Close-up of the layout:
The bar under the picture is 5 um long. Region (154, 220) to (174, 240) um. Cells in grey, sequential cells in the stronger grey; small squares are vias.
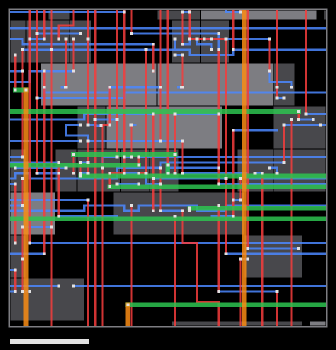
Gate families picked out:
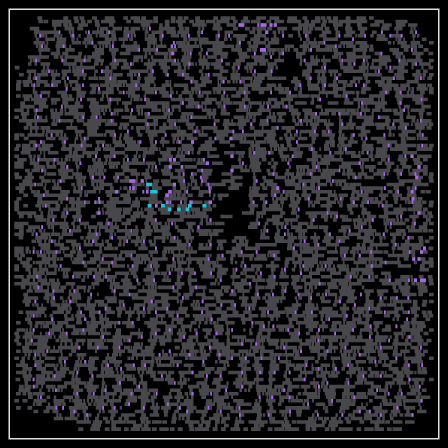
Clock routing:
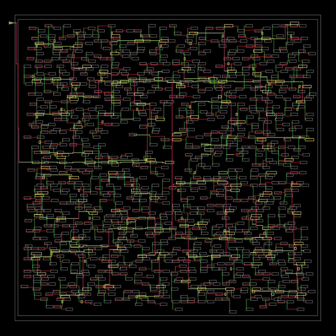
Signal metal coverage by tile:
The die is cut into 33 by 33 equal tiles; white is low, dark blue is high, scaled to the fullest tile. Values are wire area over tile area, all layers added.
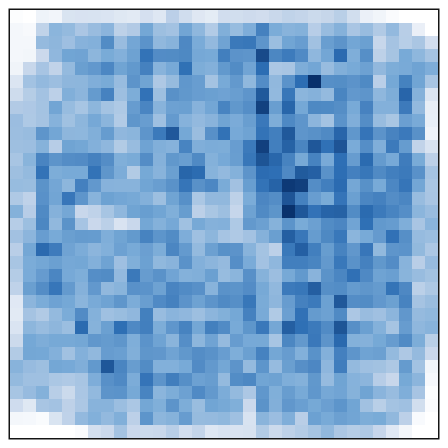
File: src/rtl/blake2_pkg.sv
// blake2_pkg: shared Blake2b constants, digest entry type and length/keep helpers.
package blake2_pkg;
    localparam int BLAKE2B_DIGEST_BITS = 512;
    localparam int BLAKE2B_MAX_BYTES   = 64;

    typedef struct packed {
        logic [BLAKE2B_DIGEST_BITS-1:0] digest;
        logic [6:0]                     nn;
    } digest_entry_t;

    typedef enum logic [1:0] {EMPTY, ONE, FULL} occ_t;

    function automatic logic [6:0] norm_bytes(input logic [6:0] req, input int max_bytes);
        return (req == 7'd0 || int'(req) > max_bytes) ? 7'(max_bytes) : req;
    endfunction

    function automatic logic [6:0] word_count(input logic [6:0] nn, input int bus_bytes);
        return 7'((int'(nn) + bus_bytes - 1) / bus_bytes);
    endfunction

    // Callers truncate the 64-bit result to their own bus byte count.
    function automatic logic [63:0] keep_mask(input logic [6:0] nn, input int bus_bytes, input logic last);
        int rem = int'(nn) % bus_bytes;
        return (last && rem != 0) ? (64'd1 << rem) - 64'd1 : (64'd1 << bus_bytes) - 64'd1;
    endfunction
endpackage

File: src/rtl/digest_fifo2.sv
// digest_fifo2: two-entry FIFO with a registered head; push and pop may coincide.
module digest_fifo2
    import blake2_pkg::*;
#(
    parameter int W = 8
) (
    input  logic         clk,
    input  logic         reset,
    input  logic         push,
    input  logic         pop,
    input  logic [W-1:0] din,
    output logic [W-1:0] head,
    output logic         full,
    output logic         empty
);
    occ_t         state, state_n;
    logic [W-1:0] tail;
    logic         wr_head, wr_tail;

    always_comb begin
        state_n = state;
        if (push && !pop) state_n = state == EMPTY ? ONE : FULL;
        else if (pop && !push) state_n = state == FULL ? ONE : EMPTY;
    end

    assign wr_head = push && (state == EMPTY || (pop && state == ONE));
    assign wr_tail = push && (state == ONE ? !pop : state == FULL);
    assign full    = state == FULL;
    assign empty   = state == EMPTY;

    always_ff @(posedge clk) begin
        if (reset) begin
            state <= EMPTY;
            head  <= '0;
            tail  <= '0;
        end else begin
            state <= state_n;
            if (pop && state == FULL) head <= tail;
            else if (wr_head) head <= din;
            if (wr_tail) tail <= din;
        end
    end
endmodule

File: src/rtl/blake2_digest_serializer.sv
// blake2_digest_serializer: buffers Blake2 digests and streams them as BUS_WIDTH-bit words.
// Define DIGEST_BYTE_SWAP_EN for byte-reversed (big-endian) words with mirrored keep.
module blake2_digest_serializer
    import blake2_pkg::*;
#(
    parameter int BUS_WIDTH    = 32,
    parameter int DIGEST_WIDTH = BLAKE2B_DIGEST_BITS,
    parameter int MAX_BYTES    = DIGEST_WIDTH / 8
) (
    input  logic                    clk,
    input  logic                    reset,
    input  logic [DIGEST_WIDTH-1:0] digest,
    input  logic                    digest_valid,
    input  logic [6:0]              digest_bytes,
    output logic                    digest_ready,
    output logic [BUS_WIDTH-1:0]    dout,
    output logic [BUS_WIDTH/8-1:0]  dout_keep,
    output logic                    dout_valid,
    input  logic                    dout_ready,
    output logic                    dout_last,
    output logic                    overflow
);
    localparam int BB = BUS_WIDTH / 8;
    localparam int EW = DIGEST_WIDTH + 7;

    logic [EW-1:0]           head;
    logic [DIGEST_WIDTH-1:0] head_digest;
    logic [6:0]              head_nn, k;
    logic [BUS_WIDTH-1:0]    word, masked, ordered;
    logic [BB-1:0]           keep, keep_ordered;
    logic                    full, empty, last, xfer, pop, push;

    digest_fifo2 #(.W(EW)) u_fifo (
        .clk   (clk),
        .reset (reset),
        .push  (push),
        .pop   (pop),
        .din   ({digest, norm_bytes(digest_bytes, MAX_BYTES)}),
        .head  (head),
        .full  (full),
        .empty (empty)
    );

    assign head_digest  = head[EW-1:7];
    assign head_nn      = head[6:0];
    assign last         = k == word_count(head_nn, BB) - 7'd1;
    assign xfer         = !empty && dout_ready;
    assign pop          = xfer && last;
    assign digest_ready = !full || pop;
    assign push         = digest_valid && digest_ready;
    assign word         = head_digest[BUS_WIDTH*k +: BUS_WIDTH];
    assign keep         = BB'(keep_mask(head_nn, BB, last));

    for (genvar j = 0; j < BB; j++) begin : g_byte
        assign masked[8*j +: 8] = keep[j] ? word[8*j +: 8] : 8'h00;
`ifdef DIGEST_BYTE_SWAP_EN
        assign ordered[8*j +: 8] = masked[8*(BB-1-j) +: 8];
        assign keep_ordered[j]   = keep[BB-1-j];
`else
        assign ordered[8*j +: 8] = masked[8*j +: 8];
        assign keep_ordered[j]   = keep[j];
`endif
    end

    assign dout       = empty ? '0 : ordered;
    assign dout_keep  = empty ? '0 : keep_ordered;
    assign dout_valid = !empty;
    assign dout_last  = !empty && last;

    always_ff @(posedge clk) begin
        if (reset) begin
            k        <= '0;
            overflow <= 1'b0;
        end else begin
            if (xfer) k <= last ? 7'd0 : k + 7'd1;
            if (digest_valid && !digest_ready) overflow <= 1'b1;
        end
    end
endmodule

File: config.mk
export PLATFORM = sky130hd
export DESIGN_NAME = blake2_digest_serializer
export DESIGN_NICKNAME = d
export VERILOG_FILES = /design/src/rtl/blake2_pkg.sv /design/src/rtl/digest_fifo2.sv /design/src/rtl/blake2_digest_serializer.sv
export SDC_FILE = /design/constraint.sdc
export NUM_CORES = 2
export LEC_CHECK = 0
export CAP_MARGIN = 20
export CELL_PAD_IN_SITES_DETAIL_PLACEMENT = 0
export CELL_PAD_IN_SITES_GLOBAL_PLACEMENT = 1
export CORE_MARGIN = 3
export CORE_UTILIZATION = 46
export CTS_BUF_LIST = sky130_fd_sc_hd__clkbuf_16
export DETAILED_ROUTE_END_ITERATION = 8
export PLACE_DENSITY_LB_ADDON = 0.1
export SLEW_MARGIN = 20
export SYNTH_ARGS = -nofsm -noshare
export SYNTH_HDL_FRONTEND = slang
export SYNTH_SLANG_ARGS = --single-unit
export TNS_END_PERCENT = 10
File: constraint.sdc
create_clock -name clk -period 8.8 [get_ports clk]
set_input_delay 0.88 -clock clk [delete_from_list [all_inputs] [get_ports clk]]
set_output_delay 0.88 -clock clk [all_outputs]
set_load 0.01 [all_outputs]
==> ci_impl_report.md <==
## Synthesis and layout report

| Metric | Value |
|---|---|
| Synthesized area per cell | 8.467 um2 |
| Gpl congestion | about 0.86 |
| Number of buffers and inverters on the critical path | 2 |
| Met2 Routed Length | 86480 um |
| Worst setup path class | reg2out |
| Synth Instances | ~5600 |
| Commonest non-fill, non-tap cell in the layout | dfxtp_1 |
| Level count of the clock H-tree | 3 |
| Critical Path Start Type | flip-flop |
| Comb. pwr | between 1000 and 1500 uW |
| Layout cell share with drive strength beyond 1 | ~6.6% |
| Setup bufs post-CTS | 0 |
| Final tally of max-slew violations | 0 |
| FF+latch area | between 20000 and 25000 um2 |
| Min cycle time layout | approximately 6.3 ns |
| Number of global-route vias before repair | 41000 |
| Reg-to-reg startpoint | u_fifo.head[1] |
| Worst-margin pin slew | between 1 and 1.5 ns |
| Power spent charging and discharging nets | about 3000 uW |
| Post-synth EDFFs | 0 |
| Terminus of the critical flop-to-flop path | u_fifo.tail[167] |
| DRC violation count after routing | 0 |
| Unique masters post-synth | 45 |
| Count of endpoints failing setup in the final report | 0 |
| Clock Power | ~4700 uW |
| Standard cell with the maximum stage delay on the critical path | o21bai_2 |
| Class of the most critical hold timing path | reg2reg |
| Cells traversed along the worst timing path | or3_1 > and2_1 > inv_1 > ha_1 > or3b_1 > mux2i_1 > xnor2_1 > a211oi_4 > nand2_1 > o21bai_2 > nor2b_1 > clkdlybuf4s50_1 |
| Buffer type at the clock tree root | clkbuf_16 |
| Hold WS | 0.4551 ns |
| Cell Rows | ~120 |
| Hold Path Depth | 2 |
| First-pass GRT wire length | around 280000 um |
| Power density normalized to cell area | approximately 200 nW/um2 |
| Cell class contributing the biggest share of worst-path delay | simple AND/OR/NAND/NOR gates |
| Max Cap Viol | 0 |
| Input/output buffers | 562 |
| Log Warnings | about 87 |
| Final layout net count | ~6200 |
| Fmax | between 0.15 and 0.2 GHz |
| Slew Limit Headroom | ~16% |
| Vert. Die Dim | between 300 and 400 um |
| Arrival time worst endpoint | roughly 5.5 ns |
| Largest cells by area after synthesis | dfxtp_1 (44%), a21oi_1 (11%), o211ai_1 (8.1%) |
| Number of buffers created by CTS | between 100 and 150 |
| Crit path required time | ~8 ns |
| Syn Std Cell Area | roughly 48000 um2 |
| Placed insts | a little under 7000 |
| Core Area | roughly 100000 um2 |
| #FFs+latches synth | between 1000 and 1500 |
| Final Power | approximately 11000 uW |
| HPWL after detailed placement | around 120000 um |
| Met3 wirelength from detailed routing | between 15000 and 20000 um |
| Grt ovf | 0 |
| Setup Total Neg Slack | 0 ns |
| Library cell occupying the most area in the post-synthesis netlist | dfxtp_1 |
| Hold Path Sink | u_fifo.head[359] |
| Portion of the clock cycle consumed by the worst path in the final layout | between 70% and 80% |
| Delay of the slowest cell on the worst path | 0.89 ns |
| Number of I/O pins | approximately 560 |
| Internal Pwr Total | about 8000 uW |
| Number of cells upsized or downsized after cts | 0 |
| Capturing element type of the critical path | primary output |
| Leading power group | registers |
| Number of fill cells in the layout | between 9000 and 10000 |
| Maximum number of pins on one net before global-route repair | between 200 and 250 |
| Cell count in the Yosys report | 5649 |
| Final WS setup | 2.461 ns |
| R2r worst-path depth | 14 |
| Highest routing layer actually used | met5 |
| Wl on met1 | around 83000 um |
| Outcome | completed |
| Sequential power | 5130 uW |
| Reg clk slew, reported paths | 0.06 ns |
| Core utilization before placement | a little under half |
| Switching power as a share of total power | 26.90% |
| Top Usage Layer GRT | met2 |
| Lkg Pwr | between 0.015 and 0.02 uW |
| Post-synthesis sequential area ratio | a little over two fifths |
| CTS Hold Buffers Added | 0 |
| Worst hold path startpoint | u_fifo.head[359] |
| Die Area | ~110000 um2 |
| Layout Cells excl Fill | approximately 7000 |
| Yosys stat chip area | about 48000 um2 |
| Combinational cell area excluding buffers and inverters | between 20000 and 25000 um2 |
| Share of the synthesized area in the top cell type | 43.86% |
| Number of nets at floorplan | around 6000 |
| Initial antenna violation count | 36 |
| Most used cells in the layout excluding fill and tap cells | dfxtp_1 (1044), a21oi_1 (1032), clkdlybuf4s50_1 (560) |
| Number of nets with antenna violations after detailed routing | 0 |
| Flop2flop setup slack | between 3 and 4 ns |
| Final Hold Vio Count | 0 |
| Chip Width | between 300 and 400 um |
| Met1 track demand over resource in global routing | between 40% and 50% |
| Number of optimization iterations in the first detailed-route pass | 6 |
| Clock group share of total power | a little over two fifths |
About 'close-up of the layout':
met2 -> red
met4 -> orange
met1 -> blue
met3 -> green
sequential cells in the window = 3
netlist names of flops here include = u_fifo.tail (2), u_fifo.head (1)
cells with their middle in the window = 19
most frequent = a21oi_1 (3), dfxtp_1 (3)

About 'gate families picked out':
NOR gates -> purple  # cells 582, most used nor2_1, where spread over the die
AND-OR and OR-AND gates -> cyan  # cells 9, most used a21o_1

About 'clock routing':
Worst Skew: 0.02576 ns
clock latency on the worst-skew pair: 0.71 ns
clk_buf instances: 120

About 'signal metal coverage by tile':
mean over tiles = 0.29
nearly empty tiles = 1.4%
tiles over half the peak = 49%
fullest tile = 0.61
densest ninth of the die = east
overall via count from detail_route: 45630
total routed wirelength: 192200 um
total routing usage reported by global routing: 33.92%
average routed wire per standard cell: 26.75 um

==> worst max-delay path by stage <==
stage,from,endpoint,slack (ns),cells past startpoint
after floorplan,u_fifo.head[0],dout[10],4.90,12
after global placement,u_fifo.head[1],dout[18],3.39,12
after detailed placement,u_fifo.head[0],dout[18],3.32,12
after CTS,u_fifo.head[0],dout[18],2.55,12
after global routing,u_fifo.head[1],dout[15],2.28,11
final,u_fifo.head[1],dout[31],2.46,12
==> cells by family (layout without fill, tap and decap cells) <==
kind of cell	count (synthesis)	in the layout	synth area share (%)
and+or+nand+nor	1652	1652	14.67
muxes	168	168	7.704
adders and majority gates	3	3	0.07849
DFF	1048	1048	43.86
other	0	15	0
buffers and inverters	677	829	6.064
xor gates and xnor gates	12	12	0.2197
AOI/OAI and AO/OA	2089	2089	27.40
==> synthesized netlist by cell type (7+ instances only) <==
cell type,count
xnor2_1,7
mux4_2,160
nand2b_1,7
buf_2,218
a21o_1,7
dfxtp_1,1048
mux2i_1,7
a21oi_1,1033
nor2b_1,35
o22ai_1,7
buf_4,23
nor2_1,538
clkbuf_1,367
o211ai_1,515
buf_1,61
nand2_1,531
a211oi_1,511
nand3_1,517
inv_1,8
==> metrics by stage <==
step                      instance area (um2)  utilization [%]
after floorplan                         47830                -
after global placement                  52990            51.71
after detailed placement                52990            51.71
after CTS                               56550            55.18
after global routing                    56650            55.28
final                                   56680            55.31
==> layout make-up <==
type	count	share of cell area, %
clock inverter	82	0.9758
timing repair buffer	619	11.20
sequential	1048	37.03
antenna	15	0.06623
tap	1368	3.020
clock buffer	120	5.298
multi-input combinational	3924	42.35
inverter	8	0.05298
==> registers in the layout, summed over array words and instances, names as in the netlist <==
signal        cells
k                 7
overflow          1
u_fifo.head     519
u_fifo.state      2
u_fifo.tail     519
Power is estimated from default activity; no workload was simulated.
